Design ysyx_23060332_ifq, sky130hd; sources not shown.
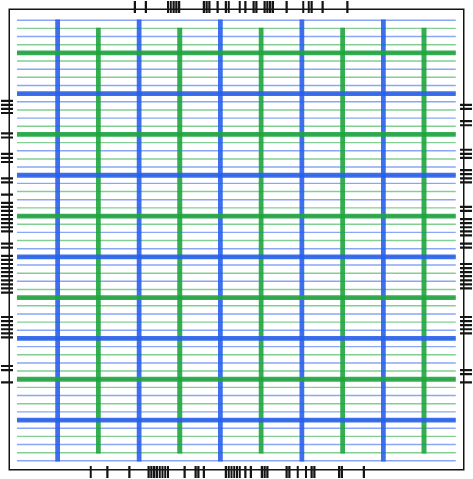
pdn.png
(3 px per µm) Pins as bars on the die edge.
[VDD] green
[VSS] blue
met5 straps: 10
rows: 54
met4 straps: 10
die height: 153 µm
Core ar.: 21500 µm²

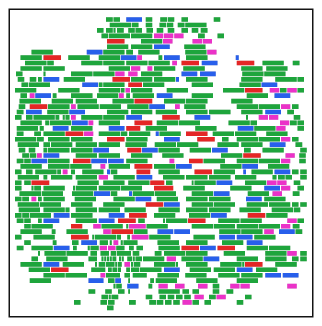
drive_strength.png
(2 px per µm)
[drive 3 to 4] magenta | cells: 64
[drive 6 and up] red | cells: 38
[drive 1 or less] green | cells: 477
[drive 2] blue | cells: 73
Area Growth Syn to Fin: 25.1%
PnR worst setup slack: 0.121 ns
post-route cell area: 13200 µm²
number of non-clock buffers in the layout: 161

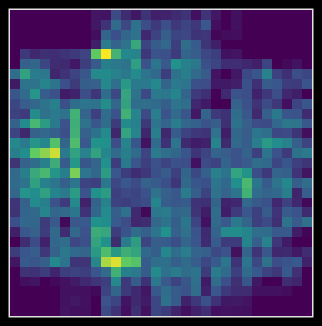
wire_density.png
(2 px per µm) 30 x 31 tiles, from dark purple (low) to yellow (high), scaled to the fullest tile. Values are wire area over tile area, all layers added.
emptiest ninth of the die: upper right
tiles over half the peak: 6.7%
densest ninth of the die: middle left
Total Routing Usage GR: 18.1%
vias post-DR: 5050
Routed WL: 20500 µm
Avg WL per Cell: 22.0 µm

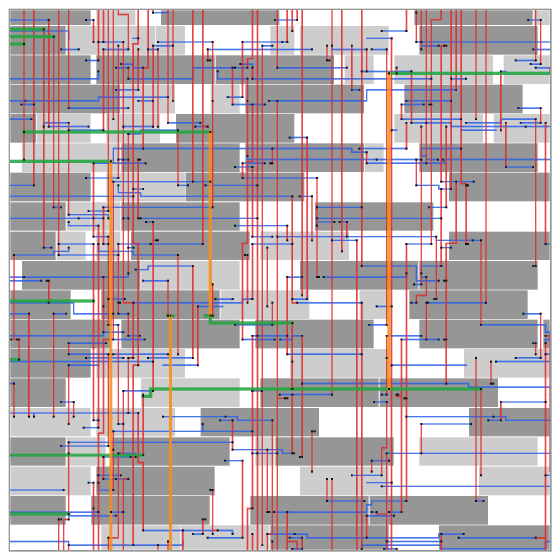
zoom.png
Region (50, 82) to (100, 132) µm. Cells in gray, sequential cells in the stronger gray; small squares are vias.
[met4] orange
[met1] blue
[met3] green
[met2] red
cells with their middle in the window: 83
sequential cells in the window: 44
most frequent: edfxtp_1 (44), mux4_2 (12), clkbuf_16 (7)

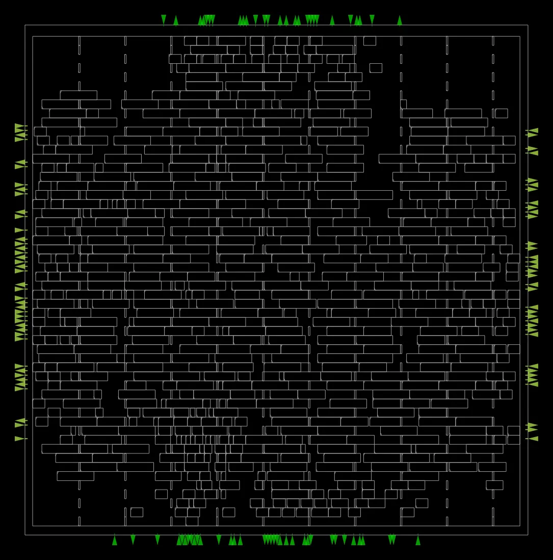
final_placement.png
FFs & Latches: 264
final core area utilization: 61.6%
# Taps: 280

==> flow_metrics.env <==
# physical design summary
export IMPL_run_status="complete, no violations"
export IMPL_mux_share_pct=14.1
export IMPL_fin_nets=709
export IMPL_fmax_mhz=292
export IMPL_tightest_slew_ns=0.503
export IMPL_synth_avg_cell_area_um2=22.8
export IMPL_hpwl_um=12900
export IMPL_drtIter0Drc=359
export IMPL_ys_flops=264
export IMPL_min_path_type="register to register"
export IMPL_whs_path_depth=2
export IMPL_vias_per_cell=5.41
export IMPL_cts_tree="done"
export IMPL_required_ns=2.84
export IMPL_synthDistinctLibCells=30
export IMPL_numClockSinks=264
export IMPL_grt_pass1_vias=5589
export IMPL_fp_util_pct=49.2
export IMPL_path_delay_family="buffers and inverters"
export IMPL_reg2reg_setup_slack_ns=1.21
export IMPL_synthesis_nets=542
export IMPL_arrival_ns=2.72
export IMPL_synth_chip_area_um2=10600
export IMPL_ys_seq_share_pct=74.2
export IMPL_warnings=30
export IMPL_simple_gate_share_pct=7.74
export IMPL_cp_start_kind="register"
export IMPL_ys_sh_aoi_pct=0.426
export IMPL_drive_gt1_share_pct=26.8
export IMPL_p_leak_nw=4.24
export IMPL_port_buffers=137
export IMPL_yosysTopAreaCell="edfxtp_1"
export IMPL_power_mw=6.50
export IMPL_maxCapViolCount=0
export IMPL_drc=0
export IMPL_stdcell_count=933
export IMPL_lay_top_count="edfxtp_1"
export IMPL_path_cells="inv_1, ha_1, and2_1, and2_4, buf_4, nor2b_1, clkdlybuf4s50_1"
export IMPL_cts_root_buffer="clkbuf_16"
export IMPL_crit_cells=7
export IMPL_ys_sh_xor_pct=0.237
export IMPL_io_pins=138
export IMPL_htree_num_levels=1
export IMPL_min_period_ns=3.43
export IMPL_worstSetupPathType="register to output port"
export IMPL_setup_tns_ns=0
export IMPL_ff_type="edfxtp_1"
export IMPL_top_area_share_pct=72.7
export IMPL_synth_cells=465
export IMPL_grt_max_degree=37
export IMPL_syn_area_um2=10600
export IMPL_rsz0062_at_grt="no"
export IMPL_synthArstFlopShare_pct=0
export IMPL_place_ws_ns=0.492
export IMPL_timing_hold_ws_ns=0.497
export IMPL_numCtsBuffers=26
export IMPL_grt_first_pass_wirelength_um=31700
export IMPL_area_leaders="edfxtp_1, mux4_2, nor2b_4, dfxtp_1, nor2b_1"
export IMPL_gp_congestion=0.779
export IMPL_grt_ovfl_total=0
export IMPL_cts_buffer_depth=3
export IMPL_antenna_found_initial=3
export IMPL_pwr_density_cell_nw_per_um2=491
export IMPL_cpMaxStageDelayCell="clkdlybuf4s50_1"
export IMPL_relSlewSlack_pct=66.5
export IMPL_finalClockPeriodUsage_pct=96.6
export IMPL_die_width_um=151
export IMPL_ys_warn_count=0
export IMPL_edf_count=256
export IMPL_setup_viol_count_final=0
export IMPL_rows=54
export IMPL_final_max_slew_viol_count=0
export IMPL_clock_latency_ns=0.51
export IMPL_rr_worst_depth=6
export IMPL_yosys_area_share_adder_pct=1.02
export IMPL_synth_cells_yosys=465
export IMPL_finalHoldViolations=0
export IMPL_finalClockSkew_ns=0.00899
export IMPL_critical_path_buf_inv_count=3
export IMPL_synthTopCellsByCount="edfxtp_1, mux4_2, nor2b_4, nor2b_1"
export IMPL_crit_path_max_fanout=15
export IMPL_logic_family="multiplexers"
export IMPL_most_common_cell="edfxtp_1"
export IMPL_first_pass_iters=4
export IMPL_max_stage_delay_ns=0.53
export IMPL_most_common_layout_cells="edfxtp_1, clkdlybuf4s50_1, mux4_2"
[metal layers]
layer	vias up	GRT usage [%]	part of all wire (%)
li1	2214	-	-
met1	2623	23.4	39
met2	191	31.8	54
met3	22	3.37	6.5
met4	0	4.27	1.2
met5	-	0	0
[repair_timing]
item | CTS | global route
setup endpoints to repair | 25 | 36
hold buffers | 0 | 0
setup buffers | 0 | 5
gates resized | 2 | 0
gates cloned | 0 | 1
[power by group]
group	switching, mW	internal [mW]
clock	1.09	1.54
sequential	0.0121	3.45
combinational	0.175	0.236
[area by class of cell]
cell class / instances / area, µm²
fill: 1465 / 8250
sequential: 264 / 7860
multi-input combinational: 172 / 2510
timing repair buffer: 161 / 1660
clock buffer: 33 / 698
tap: 280 / 350
clock inverter: 15 / 133
inverter: 7 / 26.3
antenna: 1 / 2.50
